`config.mk`:
```
export PLATFORM = sky130hd
export DESIGN_NAME = int_bypass_network
export DESIGN_NICKNAME = d
export VERILOG_FILES = /design/src/rtl/int_bypass_network_pkg.sv /design/src/rtl/int_bypass_network_lookup.sv /design/src/rtl/int_bypass_network.sv
export SDC_FILE = /design/constraint.sdc
export NUM_CORES = 1
export LEC_CHECK = 0
export ABC_AREA = 1
export CAP_MARGIN = 20
export CORE_AREA = 2 2 181 183
export DETAILED_ROUTE_END_ITERATION = 10
export DIE_AREA = 0 0 183 185
export GPL_TIMING_DRIVEN = 0
export PLACE_DENSITY = 0.58
export RECOVER_POWER = 25
export SETUP_SLACK_MARGIN = 0.1
export SYNTH_ARGS = -nofsm -noshare
export SYNTH_HDL_FRONTEND = slang
export SYNTH_SLANG_ARGS = --single-unit
```
`constraint.sdc`:
```
create_clock -name clk -period 5 [get_ports clk]
set_input_delay 1 -clock clk [delete_from_list [all_inputs] [get_ports clk]]
set_output_delay 1 -clock clk [all_outputs]
set_load 0.005 [all_outputs]
```
`src/rtl/int_bypass_network_pkg.sv`:
```
// Shared types and constants for the integer operand-forwarding network.
package int_bypass_network_pkg;

    // Core datapath width; the forwarding slots carry full-width results.
    localparam int unsigned CORE_XLEN = 32;

    // Architectural zero register: never forwarded, never committed.
    localparam logic [4:0] REG_ZERO = 5'd0;

    // One in-flight writeback.
    typedef struct packed {
        logic                 valid;
        logic [4:0]           rd;
        logic                 dvalid;
        logic [CORE_XLEN-1:0] data;
    } bypass_slot_t;

endpackage

```
`src/rtl/int_bypass_network_lookup.sv`:
```
// Single-port youngest-match lookup over the flattened in-flight slot array.
module int_bypass_network_lookup
    import int_bypass_network_pkg::*;
#(
    parameter int unsigned XLEN       = CORE_XLEN,
    parameter int unsigned DEPTH      = 3,
    parameter int unsigned LATE_STAGE = 1
) (
    input  logic [DEPTH-1:0]      slot_valid_i,
    input  logic [DEPTH*5-1:0]    slot_rd_i,
    input  logic [DEPTH-1:0]      slot_dvalid_i,
    input  logic [DEPTH*XLEN-1:0] slot_data_i,
    input  logic [4:0]            rd_sel_i,
    input  logic                  late_valid_i,
    input  logic [XLEN-1:0]       late_data_i,
    output logic                  hit_o,
    output logic                  pending_o,
    output logic [XLEN-1:0]       data_o
);

    // Walk oldest to youngest so the youngest match overwrites any older one.
    always_comb begin
        hit_o     = 1'b0;
        pending_o = 1'b0;
        data_o    = '0;
        for (int i = int'(DEPTH) - 1; i >= 0; i--) begin
            if (rd_sel_i != REG_ZERO && slot_valid_i[i] && slot_rd_i[i*5 +: 5] == rd_sel_i) begin
                hit_o = 1'b1;
                if (slot_dvalid_i[i]) begin
                    pending_o = 1'b0;
                    data_o    = slot_data_i[i*XLEN +: XLEN];
                end else if (i == int'(LATE_STAGE) && late_valid_i) begin
                    // Late result arriving this cycle is bypassed straight through.
                    pending_o = 1'b0;
                    data_o    = late_data_i;
                end else begin
                    pending_o = 1'b1;
                    data_o    = '0;
                end
            end
        end
    end

endmodule

```
`src/rtl/int_bypass_network.sv`:
```
// Integer operand-forwarding network: a DEPTH-slot shift register of in-flight
// writebacks with per-port youngest-match lookup and commit from the oldest slot.
module int_bypass_network
    import int_bypass_network_pkg::*;
#(
    parameter int unsigned XLEN       = CORE_XLEN,
    parameter int unsigned DEPTH      = 3,
    parameter int unsigned READ_PORTS = 2,
    parameter int unsigned LATE_STAGE = 1
) (
    input  logic                       clk,
    input  logic                       rst,
    input  logic                       advance_i,
    input  logic                       flush_i,
    input  logic                       in_valid_i,
    input  logic [4:0]                 in_rd_i,
    input  logic                       in_data_valid_i,
    input  logic [XLEN-1:0]            in_data_i,
    input  logic                       late_valid_i,
    input  logic [XLEN-1:0]            late_data_i,
    input  logic [READ_PORTS*5-1:0]    rd_sel_i,
    output logic [READ_PORTS-1:0]      fwd_hit_o,
    output logic [READ_PORTS-1:0]      fwd_pending_o,
    output logic [READ_PORTS*XLEN-1:0] fwd_data_o,
    output logic                       commit_valid_o,
    output logic [4:0]                 commit_rd_o,
    output logic [XLEN-1:0]            commit_data_o
);

    bypass_slot_t slot_q    [DEPTH];
    bypass_slot_t slot_d    [DEPTH];
    bypass_slot_t slot_fill [DEPTH];

    logic late_fill;

    logic [DEPTH-1:0]      slot_valid;
    logic [DEPTH-1:0]      slot_dvalid;
    logic [DEPTH*5-1:0]    slot_rd;
    logic [DEPTH*XLEN-1:0] slot_data;

    // A late result only lands on a valid entry that is still waiting for data.
    assign late_fill = late_valid_i && slot_q[LATE_STAGE].valid && !slot_q[LATE_STAGE].dvalid;

    // Current slots with the late result merged in, before any shift.
    always_comb begin
        slot_fill = slot_q;
        if (late_fill) begin
            slot_fill[LATE_STAGE].dvalid = 1'b1;
            slot_fill[LATE_STAGE].data   = late_data_i;
        end
    end

    // Next-state: flush wins, otherwise shift on advance, otherwise hold.
    always_comb begin
        slot_d = slot_fill;
        if (flush_i) begin
            for (int i = 0; i < int'(DEPTH); i++) begin
                slot_d[i].valid  = 1'b0;
                slot_d[i].dvalid = 1'b0;
            end
        end else if (advance_i) begin
            for (int i = int'(DEPTH) - 1; i > 0; i--) begin
                slot_d[i] = slot_fill[i-1];
            end
            slot_d[0].valid  = in_valid_i && (in_rd_i != REG_ZERO);
            slot_d[0].rd     = in_rd_i;
            slot_d[0].dvalid = in_data_valid_i;
            slot_d[0].data   = in_data_i;
        end
    end

    // Slot storage with asynchronous clear.
    always_ff @(posedge clk or posedge rst) begin
        if (rst) begin
            for (int i = 0; i < int'(DEPTH); i++) begin
                slot_q[i] <= '0;
            end
        end else begin
            slot_q <= slot_d;
        end
    end

    // Flatten the slot array for the per-port lookup instances.
    always_comb begin
        slot_valid  = '0;
        slot_dvalid = '0;
        slot_rd     = '0;
        slot_data   = '0;
        for (int i = 0; i < int'(DEPTH); i++) begin
            slot_valid[i]              = slot_q[i].valid;
            slot_dvalid[i]             = slot_q[i].dvalid;
            slot_rd[i*5 +: 5]          = slot_q[i].rd;
            slot_data[i*XLEN +: XLEN]  = slot_q[i].data;
        end
    end

    // The retiring entry still commits in a flush cycle.
    assign commit_valid_o = advance_i && slot_q[DEPTH-1].valid;
    assign commit_rd_o    = commit_valid_o ? slot_q[DEPTH-1].rd   : '0;
    assign commit_data_o  = commit_valid_o ? slot_q[DEPTH-1].data : '0;

    for (genvar p = 0; p < int'(READ_PORTS); p++) begin : g_port
        int_bypass_network_lookup #(
            .XLEN       (XLEN),
            .DEPTH      (DEPTH),
            .LATE_STAGE (LATE_STAGE)
        ) u_lookup (
            .slot_valid_i  (slot_valid),
            .slot_rd_i     (slot_rd),
            .slot_dvalid_i (slot_dvalid),
            .slot_data_i   (slot_data),
            .rd_sel_i      (rd_sel_i[p*5 +: 5]),
            .late_valid_i  (late_valid_i),
            .late_data_i   (late_data_i),
            .hit_o         (fwd_hit_o[p]),
            .pending_o     (fwd_pending_o[p]),
            .data_o        (fwd_data_o[p*XLEN +: XLEN])
        );
    end

    // A late result must target a valid entry that has no data yet.
    late_target_ok: assert property (@(posedge clk) disable iff (rst)
        late_valid_i |-> (slot_q[LATE_STAGE].valid && !slot_q[LATE_STAGE].dvalid));

    // Anything reaching the commit slot must already hold its result.
    commit_has_data: assert property (@(posedge clk) disable iff (rst)
        slot_q[DEPTH-1].valid |-> slot_q[DEPTH-1].dvalid);

endmodule

```
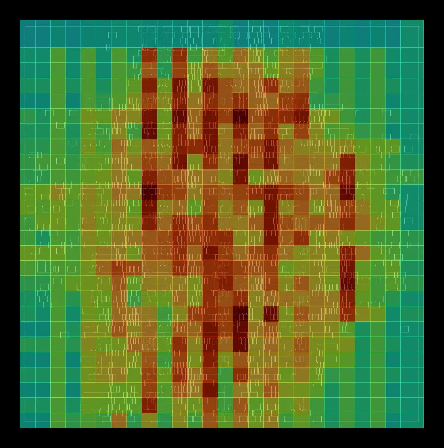
(run_1/final_congestion.png)
Total Routing Usage GR: 22.4%
routing usage on met3: 4.42%
global routing usage on met1: 29.1%

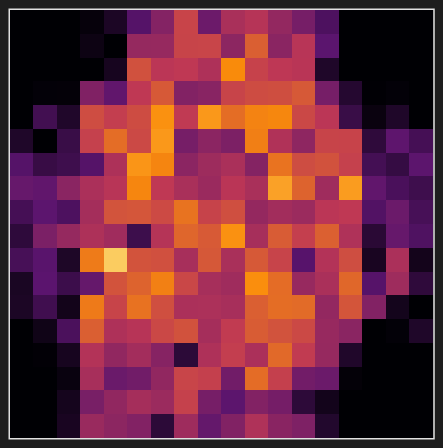
(run_1/density.png)
The die is cut into 18 by 18 equal tiles; black is low, pale yellow is high, 0 to 100% covered.
The mean over all tiles is 33%. The fullest tile reaches 89%. 19% of the tiles are nearly empty. 2.8% of the tiles are over 75% full.
Starting Density: 27.4%
post-layout util: 36.9%
CORE AREA: 0.0320 mm²

==> summary.txt, run 1 <==
run results: R2R depth 9, combinational power share 19.2%, Max Slew Vio Count 91, internal power 2160 µW, drt wl/cell 18.7 µm, CP Capture Type output port, maxcap violations 1, failing checks capacitance limit, slew limit, Signal buf overhead 21.1%, status finished with violations, comb pwr 605 µW, Layout fillers 3465, layout sequential cell count 117, Worst Clk Skew 0.00449 ns, Fmax 219 MHz, crit path time final 4.58 ns, top cells by area dfrtp_1, nand2_1, inv_1, dpl cell area 0.0112 mm², XOR/XNOR Fraction of Synth Area 0.0998%, post-synthesis cell count 1379, FF-to-FF End slot_data[76], Log Warnings 26, max reg flops 96, Top pwr grp clock, WHS 0.500 ns, metal2 WL 16.8 mm
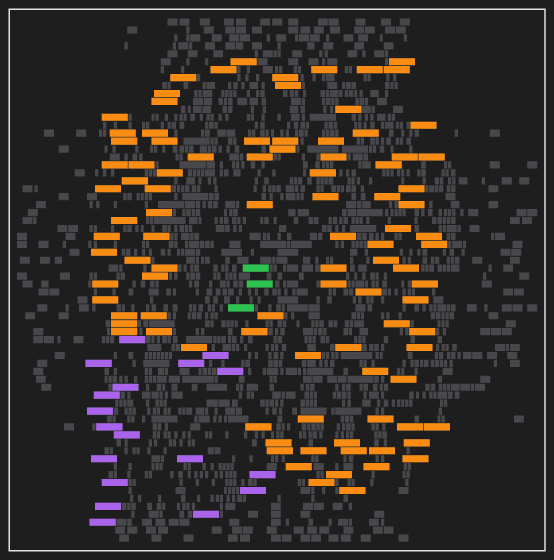
(run_1/registers.png)
Other cells in gray.
Purple marks slot_fill, sequential cells 18, where south-west. Green marks slot_dvalid, sequential cells 3. Orange marks slot_data, sequential cells 96.

run 1: critical path, delay by kind of cell:
family	cells	cell delay (ns)
buf+inv	5	1.56
simple gates	6	0.74
compound gates	1	0.26
run 1: per-layer routing:
metal	vias to the layer above	GRT usage, %
met3	92	4.42
li1	4654	-
met2	447	35.5
met1	4507	29.1
met5	-	0
met4	0	11.4
run 1: worst max path at each step:
stage / slack (ns) / endpoint / cells after the start / from
floorplan: 0.90 / slot_data[0] / 1 / rst
global placement: -1.25 / slot_data[16] / 2 / rst
detailed placement: 0.45 / fwd_pending_o[0] / 12 / rd_sel_i[4]
CTS: 0.44 / fwd_pending_o[0] / 12 / rd_sel_i[4]
global route: 0.15 / slot_data[59] / 3 / rst
finish: 0.42 / fwd_pending_o[0] / 12 / rd_sel_i[4]
## Run 2: what changed since run 1
--- a/config.mk
+++ b/config.mk
@@ -10,7 +10,6 @@
 export CORE_AREA = 2 2 181 183
 export DETAILED_ROUTE_END_ITERATION = 10
 export DIE_AREA = 0 0 183 185
-export GPL_TIMING_DRIVEN = 0
 export PLACE_DENSITY = 0.58
 export RECOVER_POWER = 25
 export SETUP_SLACK_MARGIN = 0.1
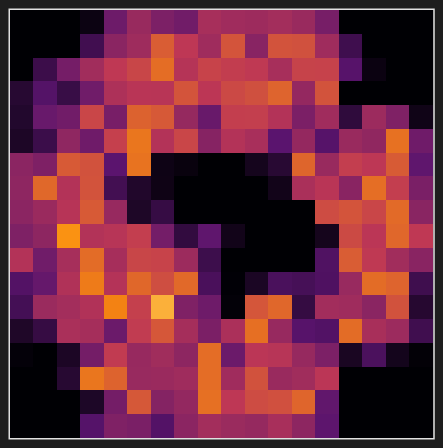
(run_2/density.png)
The die is cut into 18 by 18 equal tiles; black is low, pale yellow is high, 0 to 100% covered.
The mean over all tiles is 32%. The emptiest ninth of the die: center. The fullest tile reaches 83%. 20% of the tiles are nearly empty. 0.60% of the tiles are over 75% full.
post-layout util: 35.7%

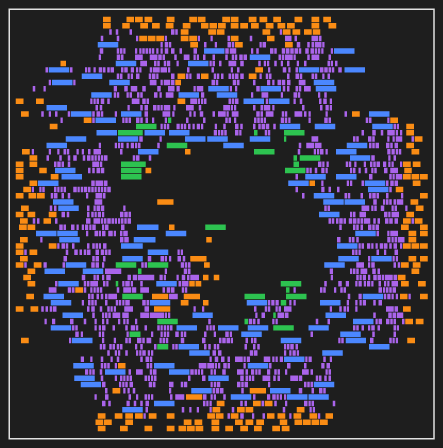
(run_2/cell_classes.png)
Orange marks other buffers and delay cells, cells 211. Purple marks all other logic, cells 1174. Blue marks flops, cells 117. Green marks clock drivers and dummy loads, cells 32.

==> summary.txt, run 2 <==
run results: max reg flops 96, CORE AREA 0.0320 mm², crit path to fwd_data_o[55], Max Slew Vio Count 63, gr busiest metal met2, WL final 32.6 mm, YS warnings 0, Largest type area fraction 33.4%, FF-to-FF End slot_data[33], Layout fillers 3490, Hold EP slot_data[18], Signal buf overhead 18.8%, # Taps 408, failing checks capacitance limit, slew limit, R2R depth 9, routing usage on met2 33.6%, Fmax 221 MHz, Vias per Instance 4.74, status finished with violations, top cells by area dfrtp_1, nand2_1, inv_1, metal2 WL 15.3 mm, post-synthesis cell count 1379, maxcap violations 1, WHS 0.498 ns, drt wl/cell 16.8 µm, Starting Density 27.4%, Total Routing Usage GR 19.7%, global routing usage on met1 25.7%, crit path time final 4.53 ns, Worst Path Buf+Inv 4, layout sequential cell count 117, WP depth 11, routing usage on met3 2.91%, CP top delay family buffers and inverters, Log Warnings 28
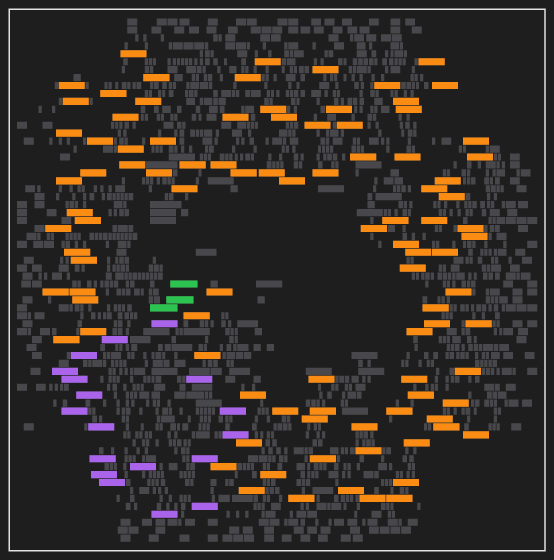
(run_2/registers.png)
Other cells in gray.
Purple marks slot_fill, sequential cells 18, where south-west. Green marks slot_dvalid, sequential cells 3. Orange marks slot_data, sequential cells 96, where all over the die.
register share of the cell area: 25.6%
Reg area: 0.00293 mm²
sequential power: 1220 µW

## run 2: cell families (layout without fill, tap and decap cells)
group	count (synthesis)	count (layout)	share of synthesized area (%)
flops	117	117	33.4
simple gates	761	761	37.4
buf+inv	289	444	15.2
compound gates	211	211	13.9
xor+xnor	1	1	0.0998
## run 2: through the flow
stage          total power [µW]  worst slack (ns)  instances  area [µm²]
6_report                   2990             0.467       1942       11400
5_1_grt                    3170             0.349       1942       11400
4_1_cts                    3020             0.484       1942       11400
3_5_place_dp               1790             0.490       1910       10900
3_3_place_gp               1790             0.540       1910       10900
2_1_floorplan              1560             0.899       1379        8780
## run 2: where the power goes
group | switching (µW) | internal [µW]
combinational | 347 | 214
sequential | 122 | 1100
clock | 460 | 755
## Run 3: what changed since run 2
--- a/config.mk
+++ b/config.mk
@@ -6,7 +6,7 @@
 export NUM_CORES = 1
 export LEC_CHECK = 0
 export ABC_AREA = 1
-export CAP_MARGIN = 20
+export CAP_MARGIN = 30
 export CORE_AREA = 2 2 181 183
 export DETAILED_ROUTE_END_ITERATION = 10
 export DIE_AREA = 0 0 183 185
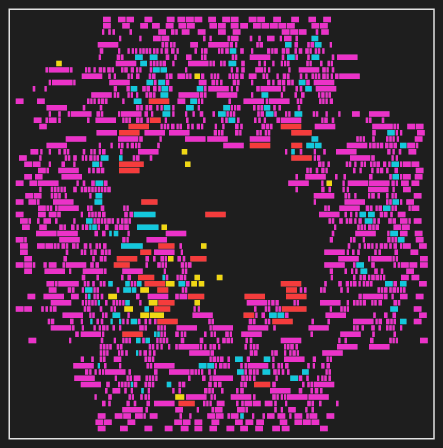
(run_3/drive_strength.png)
Magenta marks drive 1 or less, cells 1371, share 90%. Yellow marks drive 3 to 4, cells 21, share 1.4%. Red marks drive 6 and up, cells 35, share 2.3%. Cyan marks drive 2, cells 104, share 6.8%.

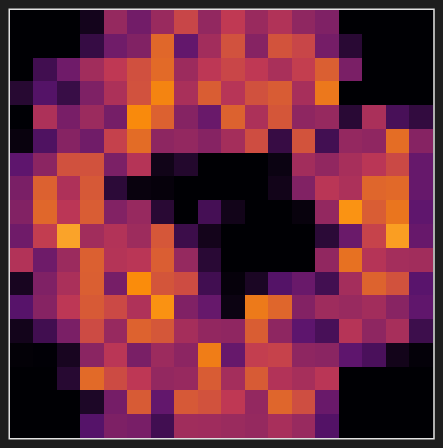
(run_3/density.png)
The die is cut into 18 by 18 equal tiles; black is low, pale yellow is high, 0 to 100% covered.
The emptiest ninth of the die: center. The mean over all tiles is 32%. The fullest tile reaches 80%. 1.5% of the tiles are over 75% full. 20% of the tiles are nearly empty.
post-layout util: 35.8%

==> summary.txt, run 3 <==
run results: global routing usage on met1 25.4%, placed cells 1911, Largest type area fraction 33.4%, Synth Area in Simple Gates 37.4%, Fmax 223 MHz, Main logic family simple AND/OR/NAND/NOR gates, synthesized area 0.00878 mm², metal2 WL 15.5 mm, Reg area 0.00293 mm², XOR/XNOR Fraction of Synth Area 0.0998%, drt wl/cell 16.8 µm, crit path time final 4.48 ns, Max Slew Vio Count 63, dpl cell area 0.0109 mm², failing checks capacitance limit, slew limit, Vias per Instance 4.77, Hold EP slot_data[31], AND-OR/OR-AND Cells, Area Fraction 13.9%, Final Non-Filler Cells 1939, mux share 0%, CP Capture Type output port, register share of the cell area 25.5%, status finished with violations, R2R depth 9, layout sequential cell count 117, maxcap violations 1, Worst Path Buf+Inv 4, total chip power 3030 µW, pre-CTS setup slack 0.499 ns, WHS 0.498 ns, final worst slack 0.521 ns, CP top delay family buffers and inverters, Finished Cell Area 0.0115 mm², CORE AREA 0.0320 mm², # Taps 408, Starting Density 27.4%, YS warnings 0, FF-to-FF End slot_data[33], Worst Clk Skew 0.00968 ns
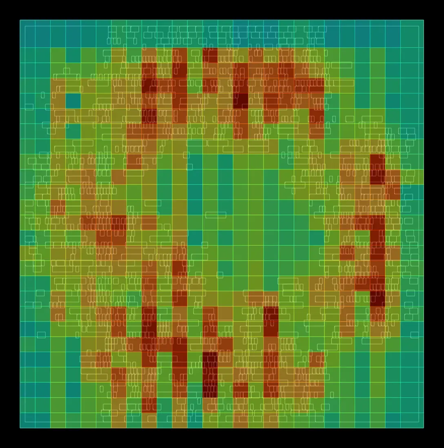
(run_3/final_congestion.png)
Total Routing Usage GR: 19.7%
routing usage on met2: 33.5%

run 3: cell counts after synthesis:
Identical to the previous run, type by type.
run 3: worst max path at each step:
stage	from	to	slack, ns	cells past startpoint
floorplan	rst	slot_data[0]	0.90	1
global placement	rd_sel_i[7]	fwd_data_o[61]	0.54	9
detailed placement	rd_sel_i[7]	fwd_data_o[55]	0.50	9
CTS	rd_sel_i[7]	fwd_data_o[55]	0.49	9
global route	rd_sel_i[9]	fwd_data_o[45]	0.38	11
finish	late_valid_i	fwd_data_o[31]	0.52	9
run 3: worst min-delay path: stages, from the launching register on:
cell and delay, ns:
dfrtp_1 0.36, nand2_1 0.06, nand2_1 0.05
run 3: report_power, final:
group          internal (µW)  leakage, µW  switching (µW)
Sequential              1100      0.00148             117
Combinational            215      0.00390             352
Clock                    801     0.000290             448
Power is estimated from default activity; no workload was simulated.
